==> config.mk <==
export PLATFORM = sky130hd
export DESIGN_NAME = muldiv_sequencer
export DESIGN_NICKNAME = d
export VERILOG_FILES = /design/src/rtl/muldiv_sequencer.sv
export SDC_FILE = /design/constraint.sdc
export NUM_CORES = 1
export LEC_CHECK = 0
export ABC_AREA = 1
export CAP_MARGIN = 25
export CORE_AREA = 4 4 129 162
export DETAILED_ROUTE_END_ITERATION = 12
export DIE_AREA = 0 0 133 166
export GPL_ROUTABILITY_DRIVEN = 0
export MAX_ROUTING_LAYER = met4
export PLACE_DENSITY = 0.77
export SKIP_CTS_REPAIR_TIMING = 1
export SYNTH_ARGS = -nofsm -noshare
export SYNTH_HDL_FRONTEND = slang
export SYNTH_SLANG_ARGS = --single-unit
==> constraint.sdc <==
create_clock -name clk -period 2.01 [get_ports clk]
set_input_delay 0.402 -clock clk [delete_from_list [all_inputs] [get_ports clk]]
set_output_delay 0.402 -clock clk [all_outputs]
set_load 0.01 [all_outputs]
**Run 1: wires at chosen ports, followed through buffers**

The bar under the picture is 50 um long.
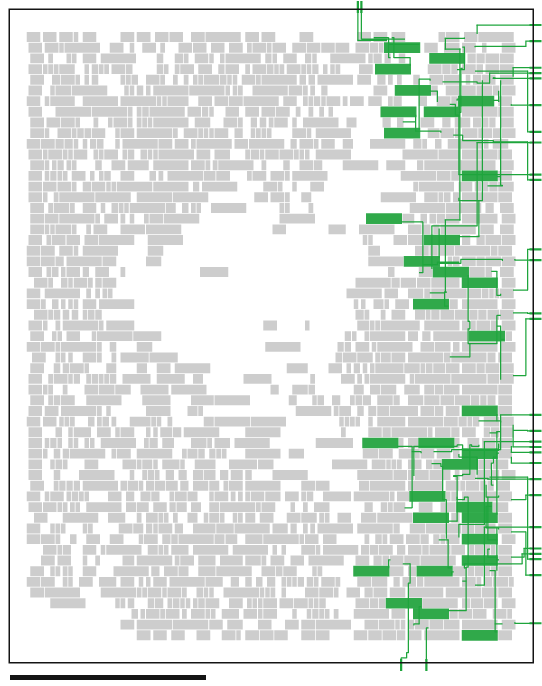
- green: `resp_hi` (bits 32; direction output; end cells 32; buffers 32; wire 1,250 um)
Ports: 348
Buffers on Ports: 347

**Run 1: wiring heat map**

27 x 33 tiles, from dark blue (low) to red (high), scaled to the fullest tile. Values are wire area over tile area, all layers added.
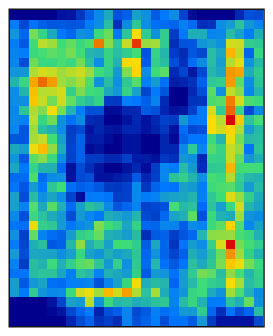
- tiles over half the peak: 19%
- nearly empty tiles: 4.5%
- mean over tiles: 0.25
- fullest tile: 0.73
- emptiest ninth of the die: center
total vias in the final route: 8,468
sum of routed wire length over all layers: 32.1 mm
overall fraction of global-route tracks in use: 22.9%
detailed-route wire length per cell: 19.5 um

**Run 1: cells colored by class**

Fill, decap, tap and diode cells in gray.
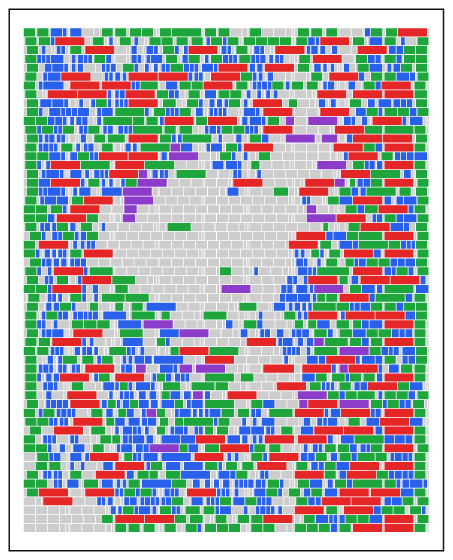
- red: flip-flops (cells 139; share of their area 26%)
- blue: all other logic (cells 767; share of their area 32%)
- green: other buffers and delay cells (cells 442; share of their area 37%)
- purple: clock drivers and dummy loads (cells 32; share of their area 4.3%)
Site Rows: 57
placeable core region: 19,300 um2
utilization after layout: 70.1%
final instance area: 13,500 um2
sequential share of cell area: 25.7%

==> summary.txt, run 1 <==
impl run done, here's what came out: outcome=finished with violations, violated checks=negative setup slack, most numerous logic cell after layout=clkdlybuf4s50_1, clk tree area frac=4.17%, largest net degree at the start of global routing=between 60 and 70, clock root buffer master=clkbuf_16, Yosys warning count=0, die height=about 170 um, worst setup timing slack at the placement stage=-1.36 ns, category of the worst setup path launch point=input pin, drt drc=0, fraction of the yosys area taken by sequential cells=approximately half, max capacitance violation total=0, cell count listed in synth_stat.txt=around 970, Top non-seq family=simple AND/OR/NAND/NOR gates, unrepaired setup endpoints after global routing=yes, Synth area leader=dfrtp_1, instance tally after logic synthesis=between 900 and 1,000, final hold slack=between 0.4 and 0.5 ns, count of flip-flops and latches=139, total placed instance area=between 10,000 and 15,000 um2, combinational share of cell area=between 20% and 30%, sequential group share of total power=roughly 29%, register cell area after layout=roughly 3500 um2, proportion of power drawn by the clock network=a little under a fifth, Critical Path Sink Type=flip-flop, min-delay worst type=reg2reg, final worst setup slack=-0.482 ns, final setup fails=approximately 130, Pins Over Slew Limit=0, Netlist Area Pre-Place=7100 um2, count of plain and timing-repair buffers=~440, XORs/XNORs by Area=less than 1%, number of antenna violations at the first check in global routing=1, skew final=0.0110 ns, Synth flops=around 140, tap cells=265, first-pass GRT wire length=approximately 40 mm, area added between synthesis and finish=90.9%, Vias/cell=~5.1, Slew headroom=approximately 65%, number of nets at floorplan=around 1,200, share of synthesized cell area in and-or and or-and compound cells=5.73%, most frequent cells in the layout=335 x clkdlybuf4s50_1, 310 x nand2_1, 138 x dfrtp_1, 93 x nand3_1, 80 x nand2_2, tally of OpenROAD warnings=28, total combinational power=between 8 and 9 mW, Comb power frac=52.6%, period utilization=124%, vias in the first global route=between 7,000 and 8,000, logic depth of the worst path, buffers included=25
run 1: routing by layer:
layer | up-vias | routed length [um] | track usage [%]
li1 | 3849 | - | -
met4 | 0 | 1570 | 8.23
met2 | 504 | 16000 | 37.2
met3 | 110 | 2920 | 5.30
met1 | 4005 | 11600 | 27.8
met5 | - | 0 | -
run 1: synth_stat cells:
cell type  number
a21oi_1         6
inv_2           4
buf_4           1
buf_1           2
clkbuf_1       25
o21ai_1        28
nand2_4         1
buf_6           7
a21boi_0        1
nand3_2         2
a211oi_1        1
nor2_4          1
inv_1          83
nand4_1         3
nor2_1          7
o21ai_0        41
nand3_1       143
dfrtp_1       139
o32ai_1         1
ha_1            8
xnor2_1         2
xor2_1          3
o211ai_1        1
nand2_1       430
buf_2          27
==> run 2: changes to the inputs <==
--- a/config.mk
+++ b/config.mk
@@ -5,14 +5,14 @@
 export SDC_FILE = /design/constraint.sdc
 export NUM_CORES = 1
 export LEC_CHECK = 0
-export ABC_AREA = 1
+export ABC_AREA = 0
 export CAP_MARGIN = 25
-export CORE_AREA = 4 4 129 162
+export CORE_AREA = 4 4 124 155
 export DETAILED_ROUTE_END_ITERATION = 12
-export DIE_AREA = 0 0 133 166
+export DIE_AREA = 0 0 128 159
 export GPL_ROUTABILITY_DRIVEN = 0
 export MAX_ROUTING_LAYER = met4
-export PLACE_DENSITY = 0.77
+export PLACE_DENSITY = 0.76
 export SKIP_CTS_REPAIR_TIMING = 1
 export SYNTH_ARGS = -nofsm -noshare
 export SYNTH_HDL_FRONTEND = slang
**Run 2: floorplan with the power grid**

The bar under the picture is 50 um long. Pins as bars on the die edge. Tap cells in gray.
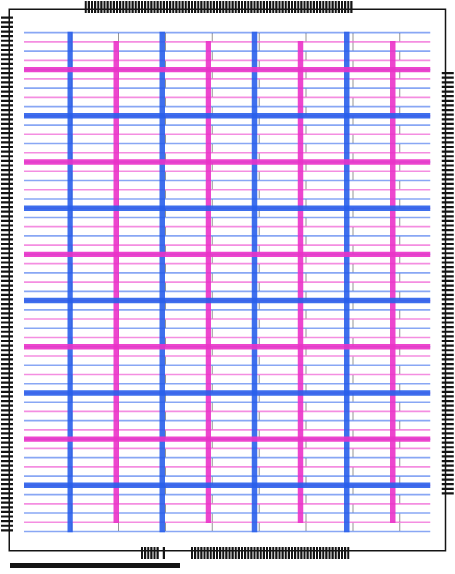
- blue: VSS
- magenta: VDD
- tap cells: 224
- met5 straps: 10
width of the die: 128 um
placeable core region: 17,600 um2
die height: 159 um
IR drop worst, VDD: 0.762 mV

**Run 2: wires at chosen ports, followed through buffers**

The bar under the picture is 50 um long.
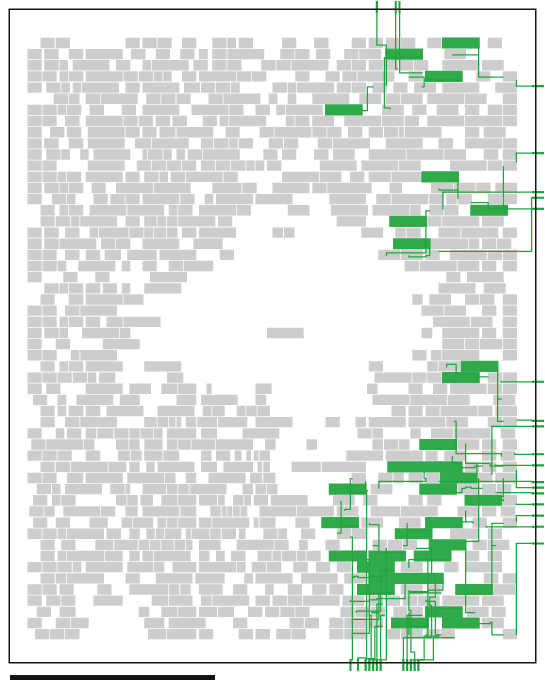
- green: `resp_hi` (bits 32; direction output; end cells 32; buffers 32; wire 1,060 um)

==> run 2 against run 1 <==
  * The flow still finishes with violations (negative setup slack)
  * Count of clock-buffer cells in the layout up 1
  * Critical path depth down 9
  * Combinational power up 2.8%
  * Highest routed layer unchanged
  * Worst setup slack worse by 0.16 ns
  * Cell count down 33%
==> summary.txt, run 2 <==
impl run done, here's what came out: category of the worst setup path launch point=input pin, Slew headroom=68.3% (+3.4 points), number of enable flip-flop cells=0 (unchanged), met2 track demand over resource=35.5% (-1.7 points), most numerous logic cell after layout=clkdlybuf4s50_1, outcome=finished with violations, final setup fails=137 (+3.0%), XORs/XNORs by Area=0.861% (+0.24 points), highest routed metal layer=met4, most frequent cells in the layout=332 x clkdlybuf4s50_1, 139 x dfrtp_1, 68 x a221o_1, 64 x mux2_4, 62 x nor2b_1, met1 Usage GRT=24.3% (-3.5 points), area added between synthesis and finish=91.3%, overall fraction of global-route tracks in use=21.6% (-1.2 points), worst setup timing slack at the placement stage=-1.62 ns (-0.259 ns), total vias in the final route=5,648 (-33%), period utilization=132% (+7.8 points), tap cells=224 (-15%), utilization after layout=66.5% (-3.6 points), total placed instance area=10,500 um2 (-5.4%), GR Layer Usage met3=6.51% (+1.2 points), vias in the first global route=6,146 (-19%), Top non-seq family=AND-OR/OR-AND gates, Synth flops=139 (unchanged), clk tree area frac=5.05% (+0.88 points), Netlist Area Pre-Place=6100 um2 (-14%), detailed-route wire length per cell=21.6 um (+11%), Critical Path Sink Type=flip-flop, sequential share of cell area=29.8% (+4.1 points), first-pass GRT wire length=33.3 mm (-16%), fraction of the yosys area taken by sequential cells=57.0% (+8.0 points), drt drc=0 (unchanged), routing layer with the top usage in global route=met2, unrepaired setup endpoints after global routing=yes, final worst setup slack=-0.639 ns (-0.156 ns), Yosys warning count=0 (unchanged), number of antenna violations at the first check in global routing=2 (+1), tally of OpenROAD warnings=28 (unchanged), sum of routed wire length over all layers=23.7 mm (-26%), violated checks=negative setup slack, Pins Over Slew Limit=0 (unchanged), async set-reset flop share out of synthesis=100% (unchanged), max capacitance violation total=0 (unchanged), skew final=0.0138 ns (+0.00280 ns), final instance area=11,700 um2 (-14%), combinational share of cell area=24.4% (-4.6 points)
==> run 2: netlist changes by cell type after synthesis, sizes merged, moves of 19 or more <==
cell	change
nand2	-426
clkbuf	-19
nand3	-144
nor2b	+65
mux2	+64
inv	-81
o21ai	-68
a221o	+68
==> run 2: worst max-delay path, delay by kind of cell <==
kind	cells	cell delay, ns
buffers and inverters	5	0.57
adder cells (fa/ha/maj)	2	0.36
AND/OR/NAND/NOR	2	0.23
AND-OR/OR-AND	7	1.39
==> run 2: where the power goes <==
group          internal [mW]  switching (mW)  leakage [nW]
clock                   1.86            1.30         0.281
sequential              4.19           0.827          1.70
combinational           5.58            3.37          3.24
No activity file was given, so power comes from the tool's default toggle rates.
